<file path="src/rtl/cpu_pkg.sv">
// Shared CPU definitions: branch condition codes and the PC sequencer state encoding.
package cpu_pkg;

    localparam int unsigned COND_W = 3;

    localparam logic [COND_W-1:0] COND_NE = 3'b000;
    localparam logic [COND_W-1:0] COND_EQ = 3'b001;
    localparam logic [COND_W-1:0] COND_GT = 3'b010;
    localparam logic [COND_W-1:0] COND_LT = 3'b011;
    localparam logic [COND_W-1:0] COND_GE = 3'b100;
    localparam logic [COND_W-1:0] COND_LE = 3'b101;
    localparam logic [COND_W-1:0] COND_OV = 3'b110;
    localparam logic [COND_W-1:0] COND_UN = 3'b111;

    typedef enum logic [0:0] {
        ST_RUN    = 1'b0,
        ST_HALTED = 1'b1
    } pc_state_e;

endpackage

</file>
<file path="src/rtl/addsub_16bit.sv">
// 16-bit adder/subtractor used for the PC datapath when the PC is 16 bits wide.
module addsub_16bit (
    input  logic [15:0] a,
    input  logic [15:0] b,
    input  logic        sub,
    output logic [15:0] sum
);

    logic [15:0] w_b_op;

    assign w_b_op = sub ? ~b : b;
    assign sum    = a + w_b_op + 16'(sub);

endmodule

</file>
<file path="src/rtl/branch_cond.sv">
// Combinational branch condition evaluator: maps (cond, {N,V,Z}) to cond_true.
module branch_cond
    import cpu_pkg::*;
(
    input  logic [COND_W-1:0] cond,
    input  logic [2:0]        flags,
    output logic              cond_true
);

    logic w_n;
    logic w_v;
    logic w_z;

    assign w_n = flags[2];
    assign w_v = flags[1];
    assign w_z = flags[0];

    always_comb begin
        cond_true = 1'b0;
        case (cond)
            COND_NE: cond_true = !w_z;
            COND_EQ: cond_true = w_z;
            COND_GT: cond_true = !w_z && !w_n;
            COND_LT: cond_true = w_n;
            COND_GE: cond_true = w_z || (!w_z && !w_n);
            COND_LE: cond_true = w_n || w_z;
            COND_OV: cond_true = w_v;
            COND_UN: cond_true = 1'b1;
            default: cond_true = 1'b0;
        endcase
    end

endmodule

</file>
<file path="src/rtl/pc_unit.sv">
// Program counter sequencer: sequential advance, PC-relative and register branches,
// stall, and a terminal HALTED state left only through reset.
module pc_unit
    import cpu_pkg::*;
#(
    parameter int unsigned PC_W      = 16,
    parameter int unsigned IMM_W     = 9,
    parameter int unsigned INC       = 2,
    parameter int unsigned IMM_SHIFT = 0,
    parameter int unsigned RESET_PC  = 0
) (
    input  logic              clk,
    input  logic              rst_n,
    input  logic              en,
    input  logic              br_valid,
    input  logic              br_reg,
    input  logic [COND_W-1:0] cond,
    input  logic [IMM_W-1:0]  imm,
    input  logic [2:0]        flags,
    input  logic [PC_W-1:0]   reg_target,
    input  logic              halt,
    output logic [PC_W-1:0]   pc,
    output logic [PC_W-1:0]   pc_seq,
    output logic              taken,
    output logic              flush,
    output logic              halted
);

    pc_state_e       r_state;
    pc_state_e       w_state_nxt;
    logic [PC_W-1:0] r_pc;
    logic [PC_W-1:0] w_pc_nxt;
    logic [PC_W-1:0] w_off;
    logic [PC_W-1:0] w_b_target;
    logic [PC_W-1:0] w_target;
    logic            r_flush;
    logic            w_flush_nxt;
    logic            r_halted;
    logic            w_cond_true;
    logic            w_commit;

    branch_cond u_branch_cond (
        .cond      (cond),
        .flags     (flags),
        .cond_true (w_cond_true)
    );

    // Sign-extend the offset to PC width before scaling; wrap is intentional.
    assign w_off = PC_W'($signed(imm)) << IMM_SHIFT;

    generate
        if (PC_W == 16) begin : g_addsub
            addsub_16bit u_inc (
                .a   (r_pc),
                .b   (16'(INC)),
                .sub (1'b0),
                .sum (pc_seq)
            );
            addsub_16bit u_tgt (
                .a   (pc_seq),
                .b   (w_off),
                .sub (1'b0),
                .sum (w_b_target)
            );
        end else begin : g_generic
            assign pc_seq     = r_pc + PC_W'(INC);
            assign w_b_target = pc_seq + w_off;
        end
    endgenerate

    assign w_target = br_reg ? reg_target : w_b_target;
    assign taken    = br_valid && w_cond_true && (r_state == ST_RUN);
    assign w_commit = en && (r_state == ST_RUN);

    // State register
    always_ff @(posedge clk or negedge rst_n) begin
        if (!rst_n) begin
            r_state <= ST_RUN;
        end else begin
            r_state <= w_state_nxt;
        end
    end

    // Next-state logic
    always_comb begin
        w_state_nxt = r_state;
        if (w_commit && halt) begin
            w_state_nxt = ST_HALTED;
        end
    end

    // Output logic: halt wins over any branch in the same cycle
    always_comb begin
        w_pc_nxt    = r_pc;
        w_flush_nxt = 1'b0;
        if (w_commit && !halt) begin
            w_pc_nxt    = taken ? w_target : pc_seq;
            w_flush_nxt = taken;
        end
    end

    always_ff @(posedge clk or negedge rst_n) begin
        if (!rst_n) begin
            r_pc     <= PC_W'(RESET_PC);
            r_flush  <= 1'b0;
            r_halted <= 1'b0;
        end else begin
            r_pc     <= w_pc_nxt;
            r_flush  <= w_flush_nxt;
            r_halted <= (w_state_nxt == ST_HALTED);
        end
    end

    assign pc     = r_pc;
    assign flush  = r_flush;
    assign halted = r_halted;

endmodule

</file>
<file path="config.mk">
export PLATFORM = sky130hd
export DESIGN_NAME = pc_unit
export DESIGN_NICKNAME = d
export VERILOG_FILES = /design/src/rtl/cpu_pkg.sv /design/src/rtl/addsub_16bit.sv /design/src/rtl/branch_cond.sv /design/src/rtl/pc_unit.sv
export SDC_FILE = /design/constraint.sdc
export NUM_CORES = 1
export LEC_CHECK = 0
export ABC_AREA = 0
export CAP_MARGIN = 0
export CORE_MARGIN = 8
export CORE_UTILIZATION = 41
export CTS_CLUSTER_DIAMETER = 50
export DETAILED_ROUTE_END_ITERATION = 10
export PLACE_DENSITY = 0.79
export REMOVE_ABC_BUFFERS = 1
export SYNTH_ARGS = -nofsm -noshare
export SYNTH_HDL_FRONTEND = slang
export SYNTH_SLANG_ARGS = --single-unit
</file>
<file path="constraint.sdc">
create_clock -name clk -period 2.7 [get_ports clk]
set_input_delay 0.54 -clock clk [delete_from_list [all_inputs] [get_ports clk]]
set_output_delay 0.54 -clock clk [all_outputs]
set_load 0.005 [all_outputs]
</file>
Fig. 1: run 1, close-up of the layout
Region (18, 36) to (68, 86) µm. Cells in grey, sequential cells in the stronger grey; small squares are vias.
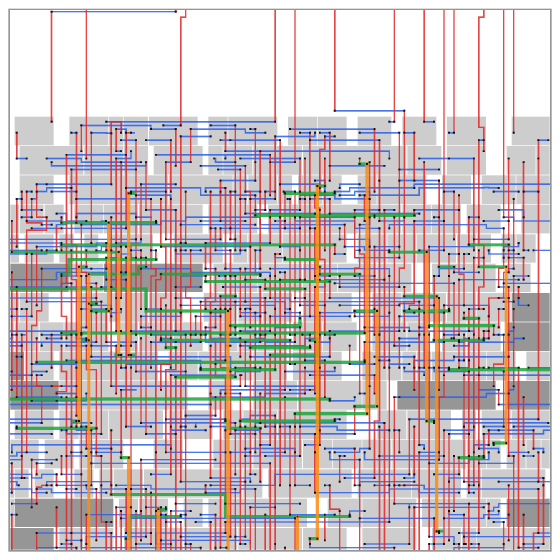
orange -> M4
blue -> M1
green -> M3
red -> M2
most frequent = buf_4 (32)
sequential cells in the window = 4
netlist names of flops here include = pc (4)
cells with their middle in the window = 191

Fig. 2: run 1, wire density map
Scale: 4 px per µm. 17 x 17 tiles, from dark purple (low) to yellow (high), scaled to the fullest tile. Values are wire area over tile area, all layers added.
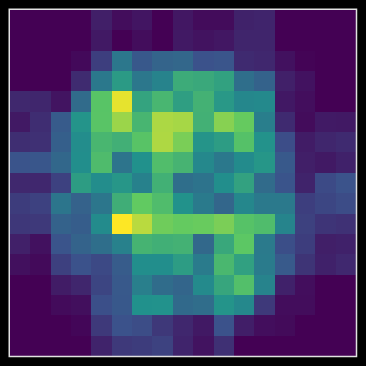
emptiest ninth of the die = top right
tiles over half the peak = 21%
fullest tile = 0.75
densest ninth of the die = middle
nearly empty tiles = 20%

Fig. 3: run 1, cell placement
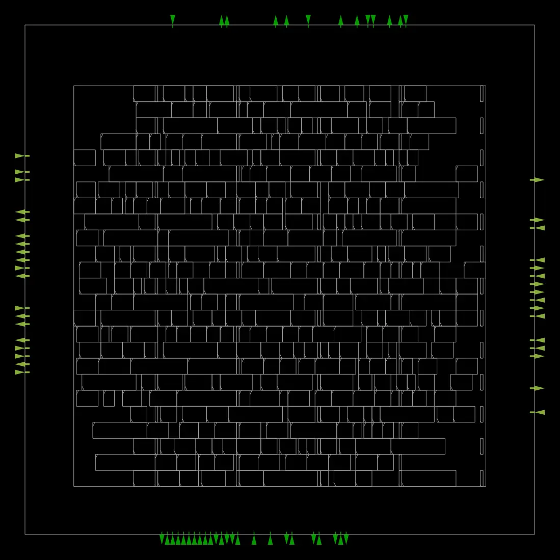
Core Util, Final: 0.785
Seq area share: 0.121

-- run 1: kinds of logic after synthesis --
family | after synthesis | synth area share
AND/OR/NAND/NOR | 86 | 0.221
AND-OR/OR-AND | 80 | 0.254
XOR/XNOR | 26 | 0.119
adder cells (fa/ha/maj) | 20 | 0.127
buffers and inverters | 18 | 0.0436
flip-flops | 18 | 0.221
multiplexers | 3 | 0.0154
-- run 1: worst max-delay path, delay by kind of cell (launching register included) --
family	cells	cell delay [ps]
flops	1	410
fa+ha+maj	1	260
xor+xnor	2	400
buf+inv	4	570
simple gates	6	960
compound gates	1	300
-- run 1: flip-flops by register name (all words and copies together), names as in the netlist --
signal / flops
halted: 1
flush: 1
pc: 16
==> flow_summary.ini, run 1 <==
; implementation run metrics
[status]
outcome = complete, but fails checks
violations = negative setup slack

[synthesis]
flop_cell = dfrtp_1
synth.avg_cell_area_um2 = 8.11
synth_cell_types = 52
ys_seq_share = 0.221
synth-async-reset-ratio = 1.00
yosysTopAreaCell = dfrtp_1
ys_cells = 251
syn_inst = 251
ys_ff = 18
synthTopCellsByCount = nor2_1 (23), a21oi_1 (21), ha_1 (19)
post-synth-top-count-cell = nor2_1
netlist.area_leader.share = 0.221
synth-edff-count = 0
yosys_area_um2 = 2040
top_cells_by_area = dfrtp_1 (22%), ha_1 (12%), xnor2_1 (6.5%)
yosysWarnings = 0

[run]
warnings = 30
max_cap_viol_count = 0

[route]
drc_errors = 0
vias = 2680
ant_nets = 0
drt_iter0_markers = 181
avgViaCountPerCell = 5.98
wl_met2_um = 4440
totalWireLength_um = 9060
met1_length_um = 3320
drt_first_pass_iters = 4

[power]
swShare = 0.397
p_int_w = 0.00119
p_leak_nw = 1.70
power_combinational_w = 0.00136
power_top_consumer = combinational logic
totalPowerFinal_w = 0.00198
comb_power_share = 0.689
pwr_density_cell_nw_per_um2 = 529
seqPwrFrac = 0.190
power_frac_clock = 0.121
clk-power_w = 0.000240
ir_drop_mv = 0.343

[critical_path]
criticalPathCategory = register to register
critPathMaxStageDelay_ps = 410
required_ps = 2890
crit_start = pc[1]
ff2ff_path_depth = 14
rrSetupSlack_ps = -270
worst_ep_arrival_time_ps = 3160
critPathCapture = pc[11]
r2r-start = pc[1]
end_kind = register
timing.critical_path.slowest_stage_cell = dfrtp_1
crit_path_frequent_cell = buf_4
worst-path-max-fanout = 3
worst_r2r_endpoint = pc[11]

[sta]
finalHoldWorstSlack_ps = 537
slew_violations = 0
worst_pin_slew_ps = 407
rsz0062_at_grt = yes
fin_setup_tns_ps = -1630
post-route-min-period_ps = 2970
fin_crit_sh = 1.10
slew_headroom = 0.728
fin_worst_skew_ps = 1.99
setup_viol = 10
max_freq_mhz = 336
worst_slack_ps = -274

[worst_hold_path]
min_to = halted
whs_path_depth = 1
hp-start = halted
hp-class = register to register

[layout]
dominant_cells = multi-input combinational cells
comb_share = 0.505
nNonClkInverters = 7
final_nets = 439
logic_area_um2 = 1890
diodes = 0
clk_share = 0.0148
drive_above_1_share = 0.341
buffer_area_frac = 0.328
nMultiInputCombCells = 215
nClkBuffers = 4
lay_top_cells = buf_4 (61), clkdlybuf4s50_1 (55), nor2_1 (19), a21oi_1 (19), dfrtp_1 (17)
area_growth_pct = 83.3
flop_area_um2 = 452
seq_cell_count = 18
lay_top_count = buf_4
buffers = 137
fillerInstances = 306

[placement]
dp_hpwl_um = 5600
placed_cells = 427
place_area_um2 = 3150
numPortBuffers = 71

[global_routing]
grt_util_met3 = 0.0558
grt.overflow.total = 0
grt_util_all_layers = 0.205
grt_pass1_vias = 2507
grt_pass1_wl_um = 12200
grt_start_max_net_pins = 28
grt_util_met2 = 0.359
antenna_found_initial = 0
grt-busiest-layer = met2

[floorplanning]
core_um2 = 4750
nWellTaps = 67
initCoreUtil = 0.428
die_h_um = 86.5
dieWidth_um = 86.5
die_area_um2 = 7480

[clock_tree]
cts.htree.levels = 1
post_cts_buffers = 7
clk_pin_slew_worst_paths_ps = 80
cts_resized = 44
cts_hold_buf = 0
worstSkewPairLatency_ps = 270
cts_tree = built
==> run 2: changes to the inputs <==
Settings changed: CORE_ASPECT_RATIO set to 1.2, CORE_UTILIZATION 41 to 46, PLACE_DENSITY 0.79 to 0.84.
Clock period 2.7 ns to 3.2 ns, I/O delays scaled along.
Fig. 4: run 2, cell placement
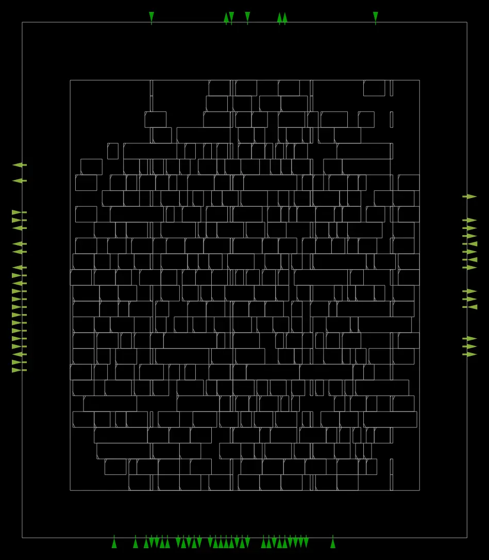
n_taps: 56
Cell Count, Final, Fillers Out: 387
flip-flops: 18
standard-cell rows: 26
Seq area share: 0.151

Fig. 5: run 2, cell sizes after repair
Scale: 3 px per µm.
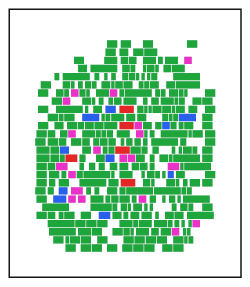
red -> x6 and larger  # cells 5, share 1.5%
blue -> x2  # cells 10, share 3.0%
magenta -> x3 and x4  # cells 19, share 5.7%
green -> x1 and smaller  # cells 297, share 90%
Signal buffers: 87
post-route cell area: 2980 µm²
Layout area overhead: 46.3%
setup slack after layout: 55.2 ps

Fig. 6: run 2, wire density map
Scale: 4 px per µm. 15 x 18 tiles, from dark purple (low) to yellow (high), scaled to the fullest tile. Values are wire area over tile area, all layers added.
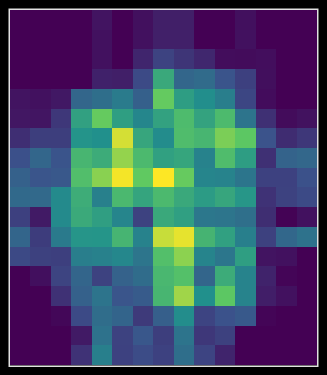
densest ninth of the die = middle
nearly empty tiles = 23%
fullest tile = 0.57
mean over tiles = 0.16
tiles over half the peak = 22%
Vias: 2288
overall routed net length: 6730 µm
Routed WL per cell: 17.4 µm
Total GRT Usage: 0.192

==> run 2 against run 1 <==
Effect of this change: the run now ends clean; first-iteration DRC count shrank 27%; count of clock-buffer cells in the layout stayed put; largest cell class unchanged; register-to-register slack better by 460 ps.
==> flow_summary.ini, run 2 <==
; implementation run metrics
[global_routing]
grt_pass1_wl_um = 10900
grt-busiest-layer = met2
grt.overflow.total = 0
grt_start_max_net_pins = 28
grt_util_met2 = 0.361
grt_util_met3 = 0.0437
grt_pass1_vias = 2305
antenna_found_initial = 0

[floorplanning]
num_io_pins = 72
dieWidth_um = 76.7
die_h_um = 88.9
core_um2 = 4260
initCoreUtil = 0.478
die_area_um2 = 6820

[critical_path]
path_buffers = 3
timing.critical_path.slowest_stage_cell = clkdlybuf4s50_1
r2r-start = pc[1]
end_kind = output pin
critPathMaxStageDelay_ps = 460
rrSetupSlack_ps = 190
criticalPathCategory = input port to output pin
worst_r2r_endpoint = pc[12]
crit_chain = clkdlybuf4s50_1 > or3b_2 > a311oi_1 > or3_4 > inv_8 > clkdlybuf4s50_1
cpLargestDelayFamily = buffers and inverters
worst_ep_arrival_time_ps = 2500
required_ps = 2560
critPathCapture = taken
worst-path-stages = 6
crit_start = flags[0]
worst-path-max-fanout = 4
crit_path_frequent_cell = clkdlybuf4s50_1

[sta]
fin_setup_tns_ps = 0
slew_violations = 0
fin_worst_skew_ps = 8.36
rsz0062_at_grt = no
worst_pin_slew_ps = 919
post-route-min-period_ps = 3140
max_freq_mhz = 318
slew_headroom = 0.386
setup_viol = 0
fin_crit_sh = 0.983
finalHoldWorstSlack_ps = 534

[placement]
numPortBuffers = 71
place_area_um2 = 2890
placed_cells = 383
dp_hpwl_um = 5250

[synthesis]
xor_share = 0.119
netlist.area_leader.share = 0.221
synth-edff-count = 0
ys_cells = 251
synth-async-reset-ratio = 1.00
syn_inst = 251
synth_cell_types = 52
ys_top_logic_family = AND-OR/OR-AND gates
synthTopCellsByCount = nor2_1 (23), a21oi_1 (21), ha_1 (19)
top_cells_by_area = dfrtp_1 (22%), ha_1 (12%), xnor2_1 (6.5%)
ys_ff = 18
simple_gate_area_frac = 0.221
synth_compound_gate_area_share = 0.254
post-synth-top-count-cell = nor2_1
mux_share = 0.0154
yosysWarnings = 0
flop_cell = dfrtp_1
synth.avg_cell_area_um2 = 8.11
yosysTopAreaCell = dfrtp_1
yosys_area_um2 = 2040
ys_seq_share = 0.221
synth_adder_area_share = 0.127

[worst_hold_path]
whs_path_depth = 1
hp-start = halted
min_to = halted
hp-class = register to register

[clock_tree]
worstSkewPairLatency_ps = 260
clk_pin_slew_worst_paths_ps = 70
post_cts_buffers = 0
cts.htree.levels = 1
cts_tree = built

[power]
ir_drop_mv = 0.228
p_leak_nw = 1.31
pwr_density_cell_nw_per_um2 = 424
totalPowerFinal_w = 0.00126

[route]
avgViaCountPerCell = 5.91
drc_errors = 0
drt_iter0_markers = 133
wl_met2_um = 3400
met1_length_um = 2730
drt_first_pass_iters = 4
ant_nets = 0

[layout]
largest_reg_flops = 16
drive_above_1_share = 0.103
lay_top_cells = clkdlybuf4s50_1 (69), nor2_1 (21), a21oi_1 (21)
lay_top_count = clkdlybuf4s50_1
final_nets = 389
diodes = 0
final_util = 0.699

[status]
outcome = finished clean

[run]
max_cap_viol_count = 0
warnings = 28
==> run 2: cell counts after synthesis <==
Identical to the previous run, type by type.
==> run 2: report_power, final <==
| part | switching [W] | internal, W |
|---|---|---|
| Combinational | 0.000337 | 0.000415 |
| Sequential | 0.0000518 | 0.000260 |
| Clock | 0.0000878 | 0.000110 |
| Total | 0.000477 | 0.000785 |
==> run 2: layout make-up <==
class                           count  area (µm²)
Clock buffer                        4        55.1
Fill cell                         364        1280
Inverter                            7        33.8
Multi-Input combinational cell    215        1530
Sequential cell                    18         450
Tap cell                           56        70.1
Timing Repair Buffer               87         836
==> run 2: repair_timing <==
item                                    CTS  global route
resized                                   1             8
endpoints found under the setup margin    1             9
pin swaps                                 1             1
hold buffers                              0             0
==> run 3: changes to the inputs <==
Settings changed: CORE_UTILIZATION 46 to 55, DONT_BUFFER_PORTS set to 1, HOLD_SLACK_MARGIN set to 0.05, PLACE_DENSITY 0.84 to 0.72.
Fig. 7: run 3, power grid
Scale: 6 px per µm. Pins as bars on the die edge.
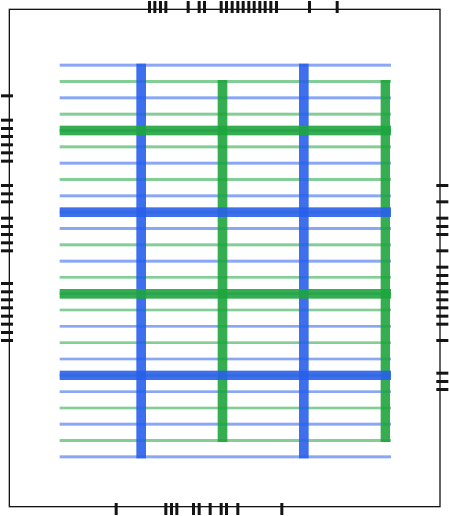
green -> VDD
blue -> VSS
rows = 24
met5 straps = 4
signal pins = 72

Fig. 8: run 3, cell sizes after repair
Scale: 3 px per µm.
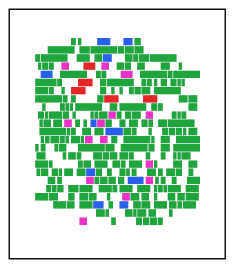
blue -> x2  # cells 10, share 3.9%
green -> x1 and smaller  # cells 228, share 89%
red -> x6 and larger  # cells 5, share 1.9%
magenta -> x3 and x4  # cells 14, share 5.4%

Fig. 9: run 3, cell placement
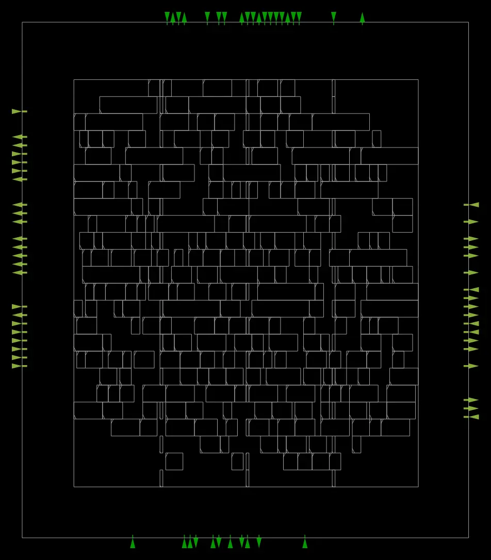
Seq area share: 0.204
Cell Count, Final, Fillers Out: 296

==> run 3 against run 2 <==
Effect of this change: count of clock-buffer cells in the layout did not move; final area decreased by 26%; utilization fell by 8.6 points; first-iteration DRC count down 9.8%; final cell count is 24% lower; worst hold slack worse by 460 ps; clock power about the same; via count down 17%; global-route usage grew 0.83 points; critical path type is now register to register.
==> flow_summary.ini, run 3 <==
; implementation run metrics
[status]
outcome = finished clean

[synthesis]
ys_top_logic_family = AND-OR/OR-AND gates
ys_ff = 18
yosysWarnings = 0
synth_cell_types = 52
netlist.area_leader.share = 0.221
synth_adder_area_share = 0.127
xor_share = 0.119
synthTopCellsByCount = nor2_1 (23), a21oi_1 (21), ha_1 (19)
yosysTopAreaCell = dfrtp_1
yosys_area_um2 = 2040
post-synth-top-count-cell = nor2_1
ys_seq_share = 0.221
synth_compound_gate_area_share = 0.254
synth.avg_cell_area_um2 = 8.11
simple_gate_area_frac = 0.221
synth-async-reset-ratio = 1.00

[power]
clk-power_w = 0.000194
comb_power_share = 0.511
power_frac_clock = 0.184
power_top_consumer = combinational logic
p_seq_w = 0.000320
power_combinational_w = 0.000538
totalPowerFinal_w = 0.00105
swShare = 0.409
p_int_w = 0.000622
seqPwrFrac = 0.304
p_switching_w = 0.000430
ir_drop_mv = 0.303

[route]
drt_first_pass_iters = 5
ant_nets = 0
avgViaCountPerCell = 6.41
met1_length_um = 2360

[sta]
worst_slack_ps = 270
post-route-min-period_ps = 2930
setup_viol = 0
fin_setup_tns_ps = 0
rsz0062_at_grt = no
slew_violations = 0
slew_headroom = 0.706
worst_pin_slew_ps = 441

[placement]
dp_hpwl_um = 4620
numPortBuffers = 0
placed_cells = 290

[floorplanning]
core_um2 = 3600
die_area_um2 = 5910
num_io_pins = 72
dieWidth_um = 71.5
die_h_um = 82.6
rows = 24

[global_routing]
grt_pass1_wl_um = 9400
antenna_found_initial = 0
grt_pass1_vias = 1960
grt.overflow.total = 0
grt_start_max_net_pins = 29
grt-busiest-layer = met2
grt_util_all_layers = 0.200
grt_util_met3 = 0.0676

[layout]
buffers = 13
comb_share = 0.689
lay_top_count = nor2_1
clk_share = 0.0249
area_growth_pct = 8.42
drive_above_1_share = 0.113
fillerInstances = 325
lay_top_cells = nor2_1 (22), a21oi_1 (20), ha_1 (19)
logic_area_um2 = 1520
final_util = 0.613
dominant_cells = multi-input combinational cells
nNonClkInverters = 7
flop_area_um2 = 450

[critical_path]
end_kind = register
cpLargestDelayFamily = AND-OR/OR-AND gates
worst-path-max-fanout = 6
required_ps = 3340
rrSetupSlack_ps = 270
crit_path_frequent_cell = ha_1
worst_ep_arrival_time_ps = 3070
timing.critical_path.slowest_stage_cell = dfrtp_1
path_buffers = 0
crit_chain = ha_1 > nand3_1 > xnor2_1 > ha_1 > and3_1 > a221o_1 > a21oi_2 > nor4b_1 > o41ai_1 > o21ai_0

[clock_tree]
cts.htree.levels = 1
cts_hold_buf = 0
clk_pin_slew_worst_paths_ps = 80
cts_tree = built

[worst_hold_path]
hp-class = input port to async pin

[run]
max_cap_viol_count = 0
## run 3: cell counts after synthesis
Identical to the previous run, type by type.
## run 3: kinds of logic after synthesis
group	after synthesis
mux	3
xor+xnor	26
fa+ha+maj	20
flops	18
buf+inv	18
simple gates	86
compound gates	80
## run 3: worst max-delay path by stage
| stage | from | end | cells after the start |
|---|---|---|---|
| finish | pc[2] | pc[12] | 10 |
| global route | pc[2] | pc[12] | 12 |
| CTS | pc[2] | pc[12] | 12 |
| detailed placement | pc[2] | pc[12] | 12 |
| global placement | pc[2] | pc[12] | 12 |
| floorplan | pc[1] | pc[15] | 12 |
## run 3: timing repair
| action | CTS | global route |
|---|---|---|
| resized | 0 | 4 |
| buffers inserted | 0 | 2 |
| setup endpoints to repair | 0 | 6 |
Power figures rest on the tool's default switching activity, not on a simulated workload.
